[config.mk]
export PLATFORM = sky130hd
export DESIGN_NAME = rgb_data
export DESIGN_NICKNAME = d
export VERILOG_FILES = /design/src/rtl/rgb_pkg.sv /design/src/rtl/rgb_tick_detect.sv /design/src/rtl/rgb_data.sv
export SDC_FILE = /design/constraint.sdc
export NUM_CORES = 1
export LEC_CHECK = 0
export CAP_MARGIN = 20
export CORE_MARGIN = 8
export CORE_UTILIZATION = 50
export DETAILED_ROUTE_END_ITERATION = 10
export HOLD_SLACK_MARGIN = 0.08
export PLACE_DENSITY = 0.73
export SLEW_MARGIN = 20
export SYNTH_ARGS = -nofsm -noshare
export SYNTH_HDL_FRONTEND = slang
export SYNTH_SLANG_ARGS = --single-unit
[constraint.sdc]
create_clock -name clk -period 3.22 [get_ports clk]
set_clock_uncertainty 0.15 [all_clocks]
set_input_delay 0.966 -clock clk [delete_from_list [all_inputs] [get_ports clk]]
set_output_delay 0.966 -clock clk [all_outputs]
set_load 0.02 [all_outputs]
[src/rtl/rgb_pkg.sv]
// Shared definitions for the RGB serial data encoder.
// Holds the FSM state encoding and the default timing parameters used by rgb_data.
package rgb_pkg;

    typedef enum logic [1:0] {
        StLoad = 2'd0,
        StSend = 2'd1,
        StEnd  = 2'd2
    } rgb_state_e;

    localparam int unsigned PhasesPerBitDef = 4;
    localparam int unsigned HighOneDef      = 3;
    localparam int unsigned HighZeroDef     = 1;
    localparam int unsigned EndPhasesDef    = 2;

endpackage

[src/rtl/rgb_tick_detect.sv]
// Phase-advance tick detector.
// Registers the toggle input every clock; any difference between the live input and its
// registered copy is one tick.
//   clk   : system clock
//   reset : synchronous active-low reset
//   in    : toggle input
//   tick  : combinational, high for one clock after each input change
module rgb_tick_detect (
    input  logic clk,
    input  logic reset,
    input  logic in,
    output logic tick
);

    logic nf_q;

    // During reset the copy tracks the input, so releasing reset never produces a tick.
    always_ff @(posedge clk) begin
        if (!reset) begin
            nf_q <= in;
        end else begin
            nf_q <= in;
        end
    end

    assign tick = in ^ nf_q;

endmodule

[src/rtl/rgb_data.sv]
// RGB serial data encoder.
// Each byte takes one LOAD tick, 8 bits of PHASES_PER_BIT ticks (MSB first, pulse-width coded)
// and END_PHASES ticks of END, back to back.
//   clk      : system clock
//   reset    : synchronous active-low reset
//   nextflag : phase-advance toggle, every change is one tick
//   data     : byte to send, sampled only on the LOAD tick
//   endevent : registered, high while in END
//   outstat  : registered serial line output
module rgb_data
    import rgb_pkg::*;
#(
    parameter int unsigned PHASES_PER_BIT = PhasesPerBitDef,
    parameter int unsigned HIGH_ONE       = HighOneDef,
    parameter int unsigned HIGH_ZERO      = HighZeroDef,
    parameter int unsigned END_PHASES     = EndPhasesDef
) (
    input  logic       clk,
    input  logic       reset,
    input  logic       nextflag,
    input  logic [7:0] data,
    output logic       endevent,
    output logic       outstat
);

    localparam int unsigned PhaseW = (PHASES_PER_BIT > 1) ? $clog2(PHASES_PER_BIT) : 1;
    localparam int unsigned EndW   = $clog2(END_PHASES + 1);

    localparam logic [PhaseW-1:0] PhaseLast = PhaseW'(PHASES_PER_BIT - 1);
    localparam logic [PhaseW-1:0] HighOneC  = PhaseW'(HIGH_ONE);
    localparam logic [PhaseW-1:0] HighZeroC = PhaseW'(HIGH_ZERO);
    localparam logic [EndW-1:0]   EndLast   = EndW'(END_PHASES - 1);

    logic tick;

    rgb_tick_detect u_tick_detect (
        .clk   (clk),
        .reset (reset),
        .in    (nextflag),
        .tick  (tick)
    );

    rgb_state_e        state_q, state_d;
    logic [7:0]        sr_q, sr_d;
    logic [PhaseW-1:0] phase_cnt_q, phase_cnt_d;
    logic [2:0]        bit_cnt_q, bit_cnt_d;
    logic [EndW-1:0]   end_cnt_q, end_cnt_d;
    logic              outstat_q, outstat_d;
    logic              endevent_q, endevent_d;

    always_ff @(posedge clk) begin
        if (!reset) begin
            state_q     <= StLoad;
            sr_q        <= '0;
            phase_cnt_q <= '0;
            bit_cnt_q   <= '0;
            end_cnt_q   <= '0;
            outstat_q   <= 1'b0;
            endevent_q  <= 1'b0;
        end else begin
            state_q     <= state_d;
            sr_q        <= sr_d;
            phase_cnt_q <= phase_cnt_d;
            bit_cnt_q   <= bit_cnt_d;
            end_cnt_q   <= end_cnt_d;
            outstat_q   <= outstat_d;
            endevent_q  <= endevent_d;
        end
    end

    always_comb begin
        state_d     = state_q;
        sr_d        = sr_q;
        phase_cnt_d = phase_cnt_q;
        bit_cnt_d   = bit_cnt_q;
        end_cnt_d   = end_cnt_q;
        outstat_d   = outstat_q;
        endevent_d  = endevent_q;

        // Everything only moves on a tick; otherwise the whole block is frozen.
        if (tick) begin
            unique case (state_q)
                StLoad: begin
                    sr_d        = data;
                    phase_cnt_d = '0;
                    bit_cnt_d   = 3'd7;
                    outstat_d   = 1'b0;
                    state_d     = StSend;
                end
                StSend: begin
                    outstat_d = (phase_cnt_q < (sr_q[7] ? HighOneC : HighZeroC));
                    if (phase_cnt_q == PhaseLast) begin
                        phase_cnt_d = '0;
                        sr_d        = {sr_q[6:0], 1'b0};
                        if (bit_cnt_q == 3'd0) begin
                            // Last phase of the last bit: END starts on this same tick.
                            state_d    = StEnd;
                            endevent_d = 1'b1;
                        end else begin
                            bit_cnt_d = bit_cnt_q - 3'd1;
                        end
                    end else begin
                        phase_cnt_d = phase_cnt_q + PhaseW'(1);
                    end
                end
                StEnd: begin
                    outstat_d = 1'b0;
                    if (end_cnt_q == EndLast) begin
                        end_cnt_d  = '0;
                        endevent_d = 1'b0;
                        state_d    = StLoad;
                    end else begin
                        end_cnt_d = end_cnt_q + EndW'(1);
                    end
                end
                default: begin
                    state_d = StLoad;
                end
            endcase
        end
    end

    assign outstat  = outstat_q;
    assign endevent = endevent_q;

endmodule

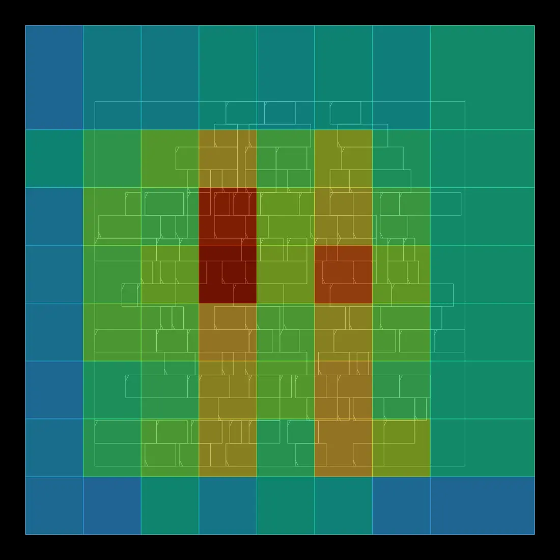
*Congestion heat map, run 1*
met3 track demand over resource in global routing: 0.0487
WL/cell: 12.5 µm
Finished Core Util: 0.590
global-route total usage across every layer: 0.100
most heavily used metal layer in global routing: met2

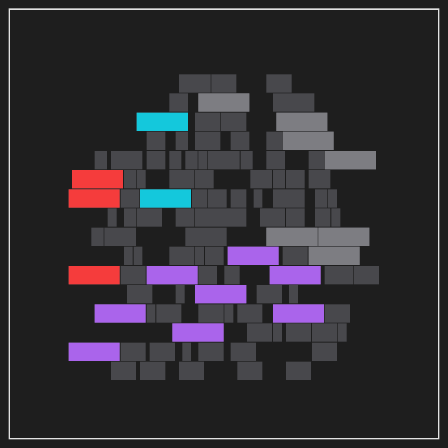
*Where the registers sit, run 1*
Other sequential cells in the stronger gray, the rest of the logic in the fainter gray.
[red] bit_cnt_q | flops: 3
[cyan] phase_cnt_q | flops: 2
[purple] sr_q | flops: 8
Seq area share: 0.353
Seq group: 0.000280 W
register area: 400 µm²

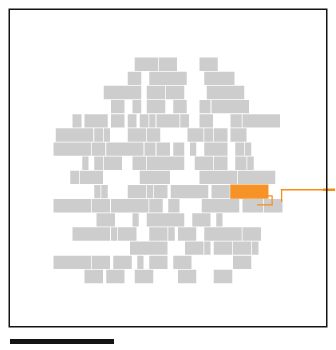
*Port wiring, run 1*
Bar = 20 µm.
[orange] endevent | bits: 1 | direction: output | end cells: 1 | wire: 15.6 µm

==> reports/summary.rpt, run 1 <==
====================================================================================
Synth flops                                                                       20
Kind of capture point of the worst setup path                                   flop
Post-synth top area cell                                                     dfxtp_1
Clock group power                                                         0.000113 W
Yosys cell types                                                                  33
Area of the core                                                            1920 µm²
H-tree depth                                                                       1
Final critical path time including I/O delays and setup                      2510 ps
Clk Latency, worst-skew pair                                                  300 ps
And-or/or-and share of the synthesized area                                    0.223
Fraction of the mapped netlist area in simple logic gates                      0.163
Number of multi-input logic gates                                                 66
Share of the core filled by cells before placement                             0.521
Number of enable-type register cells in the synthesized netlist                    0
Top cell type by instance count after synthesis                              dfxtp_1
Length of the first detailed-routing pass in iterations                            4
Number of I/O pins                                                                13
Antenna Nets Post-Route                                                            0
Critical path's largest stage delay                                           620 ps
Yosys Instances                                                                   98
Per-instance average area after synthesis                                   10.2 µm²
Final wirelength                                                             1680 µm
Diode count                                                                        0
Total routed wire length on the met1 layer                                    767 µm
Main flop type                                                               dfxtp_1
Share of the clock period used by the worst path                               0.781
GR Overflow Total                                                                  0
Final Instance Area                                                         1130 µm²
Main logic family after synthesis                                       AND-OR/OR-AND gates
Number of warnings printed during yosys synthesis                                  0
Number of nets at the end of the flow                                            124
Maximum number of pins on one net before global-route repair                      16
Top cell family by delay on the critical path                           XOR/XNOR gates
Combinational-cell power consumption                                     0.0000958 W
Row count                                                                         16
Tapcells inserted                                                                 27
Worst path slowest cell                                                      xnor2_2
Multiplexer share of the synthesized area                                     0.0700
Max frequency                                                              0.398 GHz
Filler-free cell count of the finished design                                    134
DRC violation total after the first TritonRoute iteration                         14
Worst Hold Margin                                                             320 ps
Layout clock buffer count                                                          3
Global-route wire length before repair                                       2740 µm
Relative area of clock buffers and inverters in the final design              0.0199
Status                                                                  finished clean
Worst vdd ir                                                              0.000284 V
DP Wirelength                                                                1280 µm
Number of buffers other than clock buffers in the final layout                    13
Cell seen most often among critical-path stages                               a32o_1
Parity-gate share of the synthesized area counting xor and xnor cells         0.0250
Final setup violating endpoints                                                    0
Number of clock sinks seen by CTS                                                 20
Most numerous cell types in the synthesized netlist                     20 x dfxtp_1, 10 x nand2_1, 8 x o211a_1
Worst-path maximum fanout                                                         13
Startpoint class of the critical path                                      input pin
Sw frac                                                                        0.264
Root buffer cell                                                            clkbuf_4
Internal power                                                            0.000360 W
Worst Setup Slack post-DPL                                                    368 ps
Global-route met2 utilization                                                  0.157
Total cell area reported by yosys after synthesis                           1000 µm²
Count of maximum capacitance violations                                            0
Multi-input logic area                                                       531 µm²
Clock tree from TritonCTS                                                       done
====================================================================================
[run 1: worst paths after layout]
kind              startpoint  slack, ps  endpoint  cells after the start
hold / removal       sr_q[0]        320   sr_q[0]                      2
setup / recovery    nextflag        710   outstat                      5
hold reg to reg      sr_q[0]        320   sr_q[0]                      2
setup reg to reg  state_q[1]       1380   sr_q[3]                      4
[run 1: sequential cells by signal, indices dropped and copies added, names as in the netlist]
| register | count |
|---|---|
| u_tick_detect.nf_q | 1 |
| end_cnt_q | 2 |
| state_q | 2 |
| endevent | 1 |
| outstat | 1 |
| bit_cnt_q | 3 |
| sr_q | 8 |
| phase_cnt_q | 2 |
[run 1: worst register-to-register path, stage by stage, from the launching register on]
cell and delay (ps):
dfxtp_1 610, nand2b_1 520, mux2i_1 250, nand2_1 70
o211a_1 150
==> run 2, diff against run 1 <==
clock period = 2.59 ns   (was 3.22 ns; I/O delays follow)
==> run 2 against run 1 <==
  * Largest cell class unchanged
  * Global-route usage grew 0.18 points
  * Non-clock buffer count grew 4
  * Sequential share of layout area decreased by 1.3 points
  * Die size unchanged
  * Combinational power grew 34%
  * Clock power grew 58%
==> reports/summary.rpt, run 2 <==
===============================================================================================
Status                                                                             finished clean
Post-route setup slack                                                                   373 ps
Worst Hold Margin                                                                        322 ps   +1.25 ps
Inserted Clock Buffers                                                                        3
Length of the first detailed-routing pass in iterations                                       4   unchanged
Power per cell area                                                                  557 nW/µm²
FILL cells                                                                                  175
Top cell type by instance count after synthesis                                         dfxtp_1
P&R area growth vs syn                                                                    17.6%
Ratio of cells with drive above 1 in the final layout                                     0.134
Die height                                                                              60.7 µm
Share of the core filled by cells before placement                                        0.521   unchanged
Post-CTS Setup Repair Bufs                                                                    0
Relative area of clock buffers and inverters in the final design                         0.0308   +0.0110
Top flop regs                                                                      sr_q (8), bit_cnt_q (3)
Post-Synth Adder-Cell Area                                                               0.0500
Number of buffers other than clock buffers in the final layout                               17   +4
Registers                                                                                    20
Non-clock inverters                                                                           5
Instance count on the critical path                                                           1   -4
DP Wirelength                                                                           1320 µm   +3.8%
Endpoint of the worst register-to-register path                                         sr_q[5]
Max frequency                                                                         0.451 GHz
Row count                                                                                    16   unchanged
Worst vdd ir                                                                         0.000413 V   +45%
Diode count                                                                                   0   unchanged
Post-Syn Area                                                                          1000 µm²
Clock tree from TritonCTS                                                                  done
Combinational power share                                                                 0.195
Portion of total power attributed to the clock network                                    0.272
Antenna Nets Post-Route                                                                       0   unchanged
Worst slew slack as a fraction of its limit                                               0.621
Root buffer cell                                                                       clkbuf_4
Most instantiated logic cell after routing                                              dfxtp_1
Total buffers and inverters traversed by the critical path                                    1
Critical path's largest stage delay                                                      620 ps   about the same
DRC violation total after the first TritonRoute iteration                                    11   -3
RSZ-0062 raised after global routing                                                         no
Sw frac                                                                                   0.258   -0.00565
Per-instance average area after synthesis                                              10.2 µm²   unchanged
WL/cell                                                                                 12.6 µm   +0.82%
Flip-flop count of the largest register, all copies and words added                           8   unchanged
Setup_tns                                                                                  0 ps
Number of clock sinks seen by CTS                                                            20   unchanged
Multi-input logic area                                                                  531 µm²   unchanged
Seq group                                                                            0.000349 W   +25%
Share of the clock period used by the worst path                                          0.856
Synthesized netlist net count                                                               113
R2r worst-path depth                                                                          4   unchanged
Cts repair resizes                                                                            0
Mapped Cells                                                                                 98
Combinational-cell power consumption                                                 0.000128 W   +34%
Data buffer area share                                                                    0.134
Number of multi-input logic gates                                                            66   unchanged
Multiplexer share of the synthesized area                                                0.0700   unchanged
DP Cell Count                                                                               135
Tapcells inserted                                                                            27   unchanged
And-or/or-and share of the synthesized area                                               0.223   unchanged
Worst path slowest cell                                                            clkdlybuf4s50_1
Final setup violating endpoints                                                               0   unchanged
Total cell area reported by yosys after synthesis                                      1000 µm²   unchanged
GPL Wtd Cong                                                                              0.762
Number of nets at the end of the flow                                                       128   +3.2%
Top cell family by delay on the critical path                                      buffers and inverters
Termination of the worst setup path                                                     outstat
Layout clock buffer count                                                                     4   +1
Worst Setup Slack post-DPL                                                               156 ps   -212 ps
Actual transition at the worst max-transition pin                                        568 ps
Sequential fraction of the synthesis area                                                 0.400
Top reg by flops                                                                           sr_q
Maximum number of pins on one net before global-route repair                                 16   unchanged
Width of the die                                                                        60.7 µm
Synth flops                                                                                  20   unchanged
Yosys Instances                                                                              98   unchanged
Number of enable-type register cells in the synthesized netlist                               0   unchanged
Clock group power                                                                    0.000178 W   +58%
Fraction of the mapped netlist area in simple logic gates                                 0.163   unchanged
Global-route total usage across every layer                                               0.102   +0.00181
Register area                                                                           400 µm²   unchanged
Area of the core                                                                       1920 µm²   unchanged
Final Instance Area                                                                    1180 µm²   +3.9%
Internal power                                                                       0.000486 W   +35%
Filler-free cell count of the finished design                                               139   +3.7%
Main area contributors                                                             dfxtp_1 40%, o211a_1 8.0%, mux2i_1 7.0%
Hold-fix buffers, CTS                                                                         0
Critical setup path kind                                                                reg2out
Placed standard-cell area                                                              1140 µm²
Yosys cell types                                                                             33   unchanged
Clk Latency, worst-skew pair                                                             300 ps   about the same
Main flop type                                                                          dfxtp_1
Global-route wire length before repair                                                  2830 µm   +3.3%
Number of endpoints with negative hold slack in the final report                              0
Finished Core Util                                                                        0.613   +0.0228
Critical Path, Cell by Cell                                                        clkdlybuf4s50_1
Count of maximum capacitance violations                                                       0   unchanged
Clock input transition at the sequential cells of the worst setup and hold paths         110 ps
Worst setup path startpoint                                                             outstat
Largest buffer count on any clock path                                                        2
H-tree depth                                                                                  1   unchanged
Slack of the worst reg-to-reg path                                                       720 ps   -660 ps
Launch point of the worst reg-to-reg path                                            state_q[1]
Most numerous cell types in the synthesized netlist                                20 x dfxtp_1, 10 x nand2_1, 8 x o211a_1
Seq area share                                                                            0.340   -0.0131
Final critical path time including I/O delays and setup                                 2220 ps
Ratio of routed vias to standard cells                                                     5.16
Startpoint class of the critical path                                                      flop
Main logic family after synthesis                                                  AND-OR/OR-AND gates
Kind of capture point of the worst setup path                                      primary output
Number of warnings printed during yosys synthesis                                             0   unchanged
Parity-gate share of the synthesized area counting xor and xnor cells                    0.0250   unchanged
Comb/total area                                                                           0.451
Total design power                                                                   0.000656 W
Flop pwr share                                                                            0.533
Highest-count cells in the layout ignoring fill and taps                           20 x dfxtp_1, 12 x clkdlybuf4s50_1, 10 x nand2_1
Fraction of registers with async set/reset                                                    0
Post-synth top area cell                                                                dfxtp_1
Crit path arrival time                                                                  1290 ps
Worst-path maximum fanout                                                                     3   -10
GR Overflow Total                                                                             0   unchanged
===============================================================================================
==> run 2: netlist changes by cell type in the layout (fill, tap and decap cells not counted) <==
cell      before  now
buf_4          1    5
clkbuf_8       0    1
==> run 2: routing by layer <==
metal	share of wire	track usage	vias to the layer above	wire, µm
met4	0.0074	0.0299	0	13
li1	-	-	380	-
met1	0.46	0.102	328	807
met2	0.50	0.187	7	871
met5	0	0	-	0
met3	0.037	0.0424	2	65
==> run 2: worst min path at each step <==
stage / slack, ps / endpoint / from / cells past startpoint
after floorplan: 290 / sr_q[0] / sr_q[0] / 2
after global placement: 310 / sr_q[0] / sr_q[0] / 2
after detailed placement: 310 / sr_q[0] / sr_q[0] / 2
after CTS: 330 / sr_q[0] / sr_q[0] / 2
after global routing: 360 / sr_q[0] / sr_q[0] / 2
final: 320 / sr_q[0] / sr_q[0] / 2
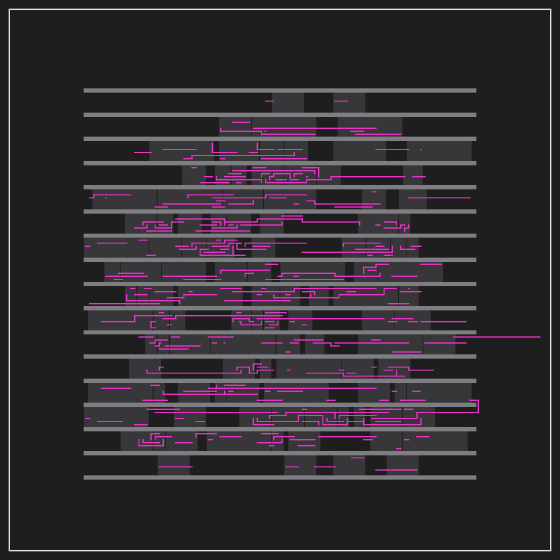
*Signal wires on met1, run 2*
Supply wires on this layer in gray.
nets with wire on the layer: 123
wire length on this layer: 808 µm

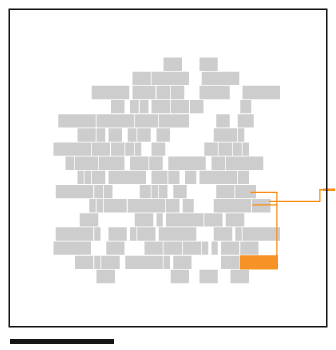
*Port wiring, run 2*
Bar = 20 µm.
[orange] endevent | bits: 1 | direction: output | end cells: 1 | wire: 34.8 µm
count of buffers from port buffering: 12
number of I/O pins: 13

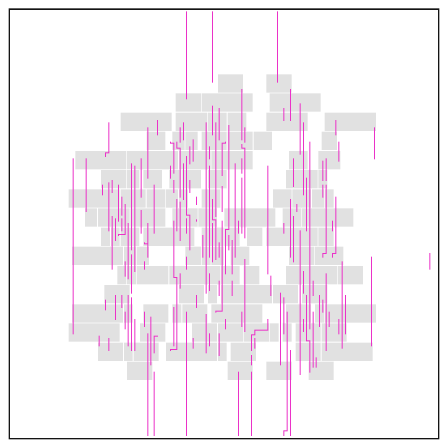
*Signal wires on met2, run 2*
share of all routed wire: 50%
wire length on this layer: 871 µm
nets with wire on the layer: 105
global-route met2 utilization: 0.187
total via count in the routed design: 717
final wirelength: 1760 µm

==> run 3, diff against run 2 <==
ABC_AREA = 1   (was not set)
==> run 3 against run 2 <==
  * Register-to-register slack improved by 280 ps
  * Cell area increased by 1.8%
  * Critical endpoint unchanged
  * Synthesized cell count grew 60%
  * Largest cell class unchanged
  * Area after synthesis up 4.5%
  * Power up 15%
  * Worst setup slack improved by 46 ps
  * Critical path depth did not move
  * Combinational power rose by 88%
  * Non-clock buffer count decreased by 4
  * Clock power down 21%
==> reports/summary.rpt, run 3 <==
===============================================================================================
Status                                                                             finished clean
Worst slew slack as a fraction of its limit                                               0.702   +0.0803
Total cell area reported by yosys after synthesis                                      1050 µm²   +4.5%
Slack of the worst reg-to-reg path                                                      1000 ps   +280 ps
Endpoint of the worst register-to-register path                                    bit_cnt_q[1]
Largest buffer count on any clock path                                                        2   unchanged
Maximum number of pins on one net before global-route repair                                 16   unchanged
RSZ-0062 raised after global routing                                                         no
Relative area of clock buffers and inverters in the final design                         0.0188   -0.0120
Top cell type by instance count after synthesis                                         nand2_1
Met2 wirelength from detailed routing                                                    856 µm   -1.7%
Clock input transition at the sequential cells of the worst setup and hold paths         100 ps   about the same
Number of buffers other than clock buffers in the final layout                               13   -4
Sequential fraction of the synthesis area                                                 0.383   -0.0172
GPL Wtd Cong                                                                              0.843   +11%
Fraction of registers with async set/reset                                                    0   unchanged
Clock tree from TritonCTS                                                                  done
Number of warnings printed during yosys synthesis                                             0   unchanged
Multi-input logic area                                                                  544 µm²   +2.6%
Worst-path maximum fanout                                                                     2   -1
Startpoint class of the critical path                                                      flop
Number of nets at the end of the flow                                                       186   +45%
Number of enable-type register cells in the synthesized netlist                               0   unchanged
Main area contributors                                                             dfxtp_1 38%, nand2_1 19%, nor2_1 11%
Row count                                                                                    16   unchanged
Post-route setup slack                                                                   420 ps   +46.5 ps
Max frequency                                                                         0.461 GHz   +2.1%
Worst Setup Slack post-DPL                                                               173 ps   +16.9 ps
Final Instance Area                                                                    1200 µm²   +1.8%
Critical setup path kind                                                                reg2out
Crit path arrival time                                                                  1240 ps   -50 ps
Worst vdd ir                                                                         0.000406 V   -1.6%
Antenna Nets Post-Route                                                                       0   unchanged
Synthesized netlist net count                                                               172   +52%
Die height                                                                              61.7 µm   +1.6%
Comb/total area                                                                           0.454   +0.00349
Number of endpoints with negative hold slack in the final report                              0   unchanged
Cts repair resizes                                                                            0   unchanged
Ratio of routed vias to standard cells                                                     4.69   -9.0%
Instance count on the critical path                                                           1   unchanged
Number of clock sinks seen by CTS                                                            20   unchanged
Top cell family by delay on the critical path                                      buffers and inverters
Leakage dissipation                                                                    0.562 nW
Inserted Clock Buffers                                                                        3   unchanged
Synth flops                                                                                  20   unchanged
Mapped Cells                                                                                157   +60%
Ratio of cells with drive above 1 in the final layout                                    0.0651   -0.0688
Registers                                                                                    20   unchanged
Count of buffers from port buffering                                                         12   unchanged
R2r worst-path depth                                                                          7   +3
Count of maximum capacitance violations                                                       0   unchanged
Worst Hold Margin                                                                        290 ps   -31.2 ps
Share of the clock period used by the worst path                                          0.838   -0.0179
Root buffer cell                                                                       clkbuf_4
Seq area share                                                                            0.334   -0.00603
Share of the core filled by cells before placement                                        0.533   +0.0123
Total buffers and inverters traversed by the critical path                                    1   unchanged
DP Wirelength                                                                           1430 µm   +8.2%
Flip-flop count of the largest register, all copies and words added                           8   unchanged
Global-route wire length before repair                                                  3390 µm   +20%
H-tree depth                                                                                  1   unchanged
Met3 WL post-DR                                                                           78 µm   +20%
Total routed wire length on the met1 layer                                               947 µm   +17%
Main flop type                                                                          dfxtp_1
HP Start                                                                           end_cnt_q[1]
Layout clock buffer count                                                                     3   -1
Width of the die                                                                        61.7 µm   +1.6%
Actual transition at the worst max-transition pin                                        447 ps   -122 ps
Hold-fix buffers, CTS                                                                         0   unchanged
Worst hold path cell count                                                                    2   unchanged
Area of the core                                                                       1960 µm²   +2.1%
Filler-free cell count of the finished design                                               196   +41%
Top flop regs                                                                      sr_q (8), bit_cnt_q (3)
Most heavily used metal layer in global routing                                            met2
DP Cell Count                                                                               193   +43%
Setup_tns                                                                                  0 ps   unchanged
Clk Latency, worst-skew pair                                                             290 ps   about the same
Data buffer area share                                                                    0.106   -0.0274
DRC violation total after the first TritonRoute iteration                                    42   +31
Post-Syn Area                                                                          1050 µm²   +4.5%
Non-clock inverters                                                                          18   +13
Uppermost layer routed                                                                     met4
Most numerous cell types in the synthesized netlist                                52 x nand2_1, 31 x nor2_1, 20 x dfxtp_1
Final critical path time including I/O delays and setup                                 2170 ps   -46.5 ps
Top reg by flops                                                                           sr_q
Post-synth top area cell                                                                dfxtp_1
Diode count                                                                                   0   unchanged
Length of the first detailed-routing pass in iterations                                       4   unchanged
Total design power                                                                   0.000751 W   +15%
Kind of capture point of the worst setup path                                      primary output
Termination of the worst setup path                                                     outstat
P&R area growth vs syn                                                                    14.6%
Tapcells inserted                                                                            27   unchanged
Critical path's largest stage delay                                                      600 ps   -20 ps
Placed standard-cell area                                                              1180 µm²   +3.1%
Worst Hold Path EP                                                                 end_cnt_q[1]
GR Overflow Total                                                                             0   unchanged
Global-route met2 utilization                                                             0.198   +0.0109
Highest-count cells in the layout ignoring fill and taps                           52 x nand2_1, 31 x nor2_1, 20 x dfxtp_1
Number of multi-input logic gates                                                           115   +74%
Final setup violating endpoints                                                               0   unchanged
Worst path slowest cell                                                            clkdlybuf4s50_1
Register area                                                                           400 µm²   unchanged
Number of I/O pins                                                                           13   unchanged
Yosys Instances                                                                             157   +60%
Per-instance average area after synthesis                                              6.66 µm²   -35%
Most instantiated logic cell after routing                                              nand2_1
FILL cells                                                                                  204   +17%
Launch point of the worst reg-to-reg path                                          bit_cnt_q[0]
Power per cell area                                                                  626 nW/µm²   +12%
Yosys cell types                                                                             20   -39%
Worst setup path startpoint                                                             outstat
DRC violation count after routing                                                             0
===============================================================================================
[run 3: cell types whose count changed after synthesis, moves of 3 or more]
cell	previous run	this run
a21boi_1	3	0
a21oi_1	5	8
inv_1	5	15
mux2i_1	7	0
nand2_1	10	52
nand2b_1	3	0
nand3_1	1	5
nand4_1	0	3
nor2_1	1	31
o211a_1	8	0
o21ai_1	2	6
[run 3: kinds of logic after synthesis]
family,after synthesis,synth area share
fa+ha+maj,4,0.0478
buf+inv,22,0.0969
compound gates,15,0.0718
simple gates,96,0.401
flops,20,0.383
[run 3: power by group]
group	total, W	internal, W	leakage (nW)	switching (W)
registers	0.000369	0.000346	0.164	0.0000234
clock network	0.000140	0.0000541	0.0138	0.0000863
logic	0.000241	0.0000903	0.384	0.000151
total	0.000751	0.000490	0.562	0.000261
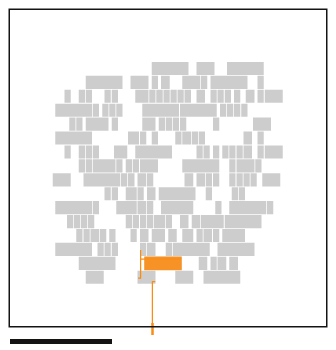
*Port wiring, run 3*
Bar = 20 µm.
[orange] endevent | bits: 1 | direction: output | end cells: 1 | wire: 22.5 µm

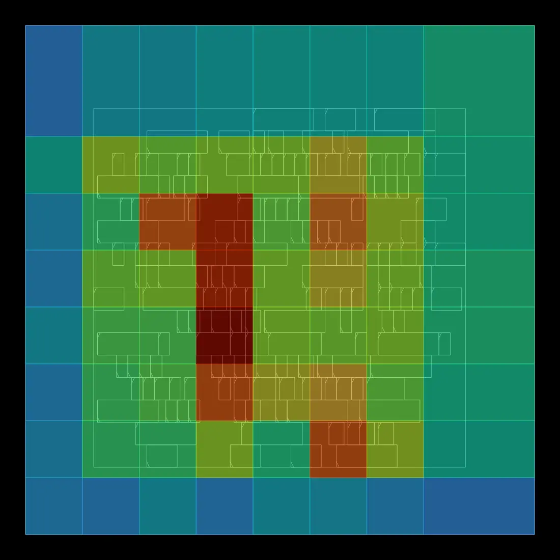
*Congestion heat map, run 3*
WL/cell: 9.74 µm
Finished Core Util: 0.611
met3 track demand over resource in global routing: 0.0288
global-route total usage across every layer: 0.117

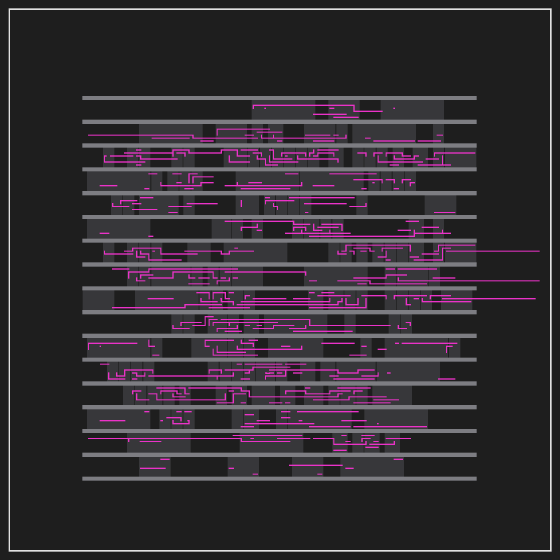
*Signal wires on met1, run 3*
Supply wires on this layer in gray.
total via count in the routed design: 920
met1 layer usage reported by global route: 0.137
final wirelength: 1910 µm

Power is estimated from default activity; no workload was simulated.
